[src/rtl/boxcar_decimator_if.sv]
// rtl/boxcar_decimator_if.sv - sample stream and averaged output bundle for boxcar_decimator
interface boxcar_decimator_if #(
  parameter int W      = 16,
  parameter int LOG2_N = 3
);
  localparam int CW = (LOG2_N > 0) ? LOG2_N : 1;

  logic signed [W-1:0]  d;
  logic                 d_valid;
  logic                 clr;
  logic signed [W-1:0]  q;
  logic                 q_valid;
  logic        [CW-1:0] cnt;

  modport master (
    output d, d_valid, clr,
    input  q, q_valid, cnt
  );

  modport slave (
    input  d, d_valid, clr,
    output q, q_valid, cnt
  );
endinterface

[src/rtl/boxcar_decimator.sv]
// rtl/boxcar_decimator.sv - accumulate-and-dump block averager, N = 2^LOG2_N samples per output
module boxcar_decimator #(
  parameter int W      = 16,
  parameter int LOG2_N = 3
) (
  input  logic                clk,
  input  logic                reset_n,
  boxcar_decimator_if.slave   bus
);
  localparam int AW = W + LOG2_N;
  localparam int CW = (LOG2_N > 0) ? LOG2_N : 1;
  localparam int N  = 1 << LOG2_N;
  localparam logic [CW-1:0] CNT_LAST = CW'(N - 1);

  logic signed [AW-1:0] acc_q, acc_d;
  logic        [CW-1:0] cnt_q, cnt_d;
  logic signed [W-1:0]  q_q, q_d;
  logic                 q_valid_q, q_valid_d;
  logic signed [AW-1:0] sum;

  // AW bits hold the exact sum of N full-scale samples, so no overflow handling is needed
  assign sum = acc_q + AW'(bus.d);

  always_comb begin
    acc_d     = acc_q;
    cnt_d     = cnt_q;
    q_d       = q_q;
    q_valid_d = 1'b0;
    if (bus.clr) begin
      acc_d = '0;
      cnt_d = '0;
    end else if (bus.d_valid) begin
      if (cnt_q == CNT_LAST) begin
        q_d       = W'(sum >>> LOG2_N);
        q_valid_d = 1'b1;
        acc_d     = '0;
        cnt_d     = '0;
      end else begin
        acc_d = sum;
        cnt_d = cnt_q + CW'(1);
      end
    end
  end

  always_ff @(posedge clk or negedge reset_n) begin
    if (!reset_n) begin
      acc_q     <= '0;
      cnt_q     <= '0;
      q_q       <= '0;
      q_valid_q <= 1'b0;
    end else begin
      acc_q     <= acc_d;
      cnt_q     <= cnt_d;
      q_q       <= q_d;
      q_valid_q <= q_valid_d;
    end
  end

  assign bus.q       = q_q;
  assign bus.q_valid = q_valid_q;
  assign bus.cnt     = cnt_q;
endmodule

[src/flat_wrapper.sv]
// flat-port wrapper written by rule: the top's interface ports become plain ports
module boxcar_decimator_flat 
#(
  parameter int W      = 16,
  parameter int LOG2_N = 3
)
  (clk, reset_n, bus_d, bus_d_valid, bus_clr, bus_q, bus_q_valid, bus_cnt);
  boxcar_decimator_if #(.W(W), .LOG2_N(LOG2_N)) bus_i ();
  input  logic clk;
  input  logic reset_n;
  input wire logic [$bits(bus_i.d)-1:0] bus_d;
  input wire logic [$bits(bus_i.d_valid)-1:0] bus_d_valid;
  input wire logic [$bits(bus_i.clr)-1:0] bus_clr;
  output wire logic [$bits(bus_i.q)-1:0] bus_q;
  output wire logic [$bits(bus_i.q_valid)-1:0] bus_q_valid;
  output wire logic [$bits(bus_i.cnt)-1:0] bus_cnt;
  assign bus_i.d = bus_d;
  assign bus_i.d_valid = bus_d_valid;
  assign bus_i.clr = bus_clr;
  assign bus_q = bus_i.q;
  assign bus_q_valid = bus_i.q_valid;
  assign bus_cnt = bus_i.cnt;
  boxcar_decimator #(.W(W), .LOG2_N(LOG2_N)) u_core (.clk(clk), .reset_n(reset_n), .bus(bus_i));
endmodule
[config.mk]
export PLATFORM = sky130hd
export DESIGN_NAME = boxcar_decimator_flat
export DESIGN_NICKNAME = d
export VERILOG_FILES = /design/src/rtl/boxcar_decimator_if.sv /design/src/rtl/boxcar_decimator.sv /design/src/flat_wrapper.sv
export SDC_FILE = /design/constraint.sdc
export NUM_CORES = 1
export LEC_CHECK = 0
export CAP_MARGIN = 20
export CORE_MARGIN = 2
export CORE_UTILIZATION = 58
export DETAILED_ROUTE_END_ITERATION = 10
export PLACE_DENSITY = 0.85
export SYNTH_ARGS = -nofsm -noshare
export SYNTH_HDL_FRONTEND = slang
export SYNTH_SLANG_ARGS = --single-unit
[constraint.sdc]
create_clock -name clk -period 6 [get_ports clk]
set_input_delay 1.2 -clock clk [delete_from_list [all_inputs] [get_ports clk]]
set_output_delay 1.2 -clock clk [all_outputs]
set_load 0.02 [all_outputs]
==> images/pins.png <==
Pins as bars across the die edge, other pins in grey.
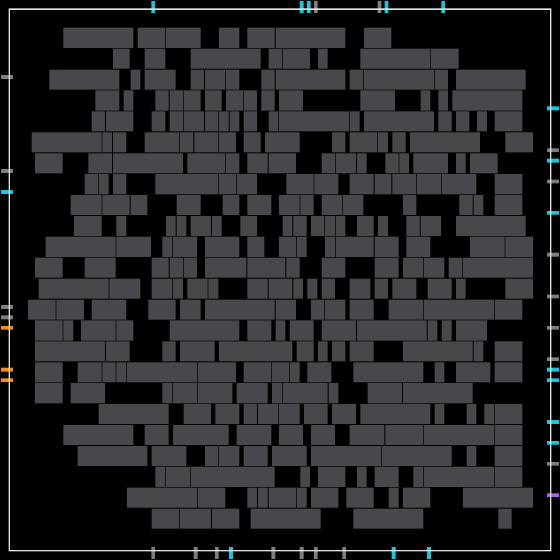
port	colour	pins	direction	edge
bus_q	cyan	16	output	7 east, 5 north, 3 south, 1 west
bus_cnt	orange	3	output	west
reset_n	purple	1	input	east

==> images/registers.png <==
Bar = 20 um.
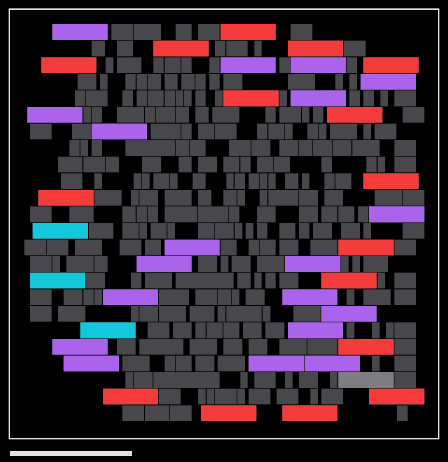
signal	colour	flops
u_core.bus.q	red	16
u_core.acc_q	purple	19
u_core.bus.cnt	cyan	3
not coloured	1
total area of sequential cells: 976 sq um
fraction of area in registers: 0.319
Seq power: 0.304 mW

==> images/gate_families.png <==
Bar = 20 um.
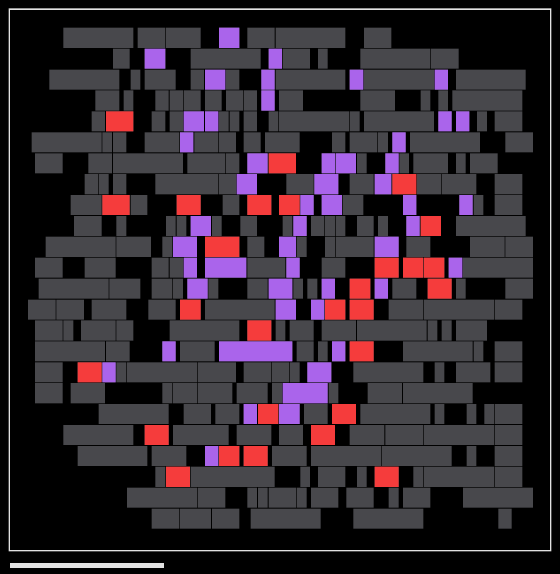
family	colour	cells
inverting AOI/OAI gates	purple	50
AND-OR and OR-AND gates	red	28

==> flow_summary.toml <==
# implementation run metrics
[outcome]
status = "completed"

[die]
dieArea_sq_mm = 0.00494
core_sq_mm = 0.00429
io_pins = 40
die.size.y_um = 70.3
dieWidth_um = 70.3
tapCellCount = 52

[clock_network]
cts.clk_slew.worst_paths_ns = 0.08
clock_latency_ns = 0.30
cts_buffer_depth = 2
cts_resized = 0
cts_root_buf = "clkbuf_8"
clkSinkCount = 39
cts_buffers = 5

[logic_synthesis]
yosys_warnings = 0
avgSynthCellArea_sq_um = 9.57
ys_seq_frac = 0.383
synth_chip_area_sq_mm = 0.00255
synthDistinctLibCells = 56
ys_top_cells_by_count = "nand2_1 (44), dfrtp_1 (39), ha_1 (20), o21ai_0 (16), a21oi_1 (12)"
edf_count = 0
ff_type = "dfrtp_1"
syn_area_sq_mm = 0.00255
ys_sh_simple = 0.175
syn_inst = 266
yosys.area.top_type = "dfrtp_1"
most_common_cell = "nand2_1"
async_reset_ff_frac = 1.00
ys_sh_mux = 0.0216

[hold_path]
min_path_type = "flip-flop to flip-flop"

[grt]
use_met3 = 0.0404
grt_remaining_overflow = 0
grt_pass1_wl_um = 9920
gr-usage-all-layers = 0.250

[detailed_routing]
via_per_inst = 6.12
met2WireLength_um = 2740
first_pass_iters = 4
ant_nets = 0
wirelength_um = 5750
dr_total_vias = 2160
drt_iter0_markers = 129

[power]
p_int_mw = 0.532
power_leader = "sequential cells"
vdd_drop_max_uv = 149
power_switching_share = 0.353
powerComb_mw = 0.293
p_clk_frac = 0.274

[finish]
buf_share = 0.129
comb_share = 0.484
fin_cells = 353
final_common_cell = "nand2_1"
largest_register = "u_core.acc_q"
mostFrequentLayoutCells = "nand2_1 (44), dfrtp_1 (39), clkdlybuf4s50_1 (38), ha_1 (20), o21ai_0 (16)"
n_all_buffers = 40
largest_register_ffs = 19
fill_cells = 348
nClkBuffers = 5

[placement]
place_congestion = 0.893
place.detailed.hpwl_um = 4120

[critical_path]
r2r-start = "u_core.acc_q[0]"
critPathBufInv = 1
crit_start = "bus_d[15]"
timing.rr.end = "u_core.acc_q[16]"
max_stage_delay_ns = 0.55
crit_slowest_cell = "clkdlybuf4s50_1"
path_depth = 8
endpoint_kind = "flip-flop"

[sta]
fin_setup_tns_ns = 0
finalSetupViolCount = 0
relSlewSlack = 0.373
final_max_slew_viol_count = 0
whs_ns = 0.478
rsz0062_at_grt = "false"
min_period_ns = 3.43

[flow_run]
warnings = 26
drv_cap = 0
No activity file was given, so power comes from the tool's default toggle rates.
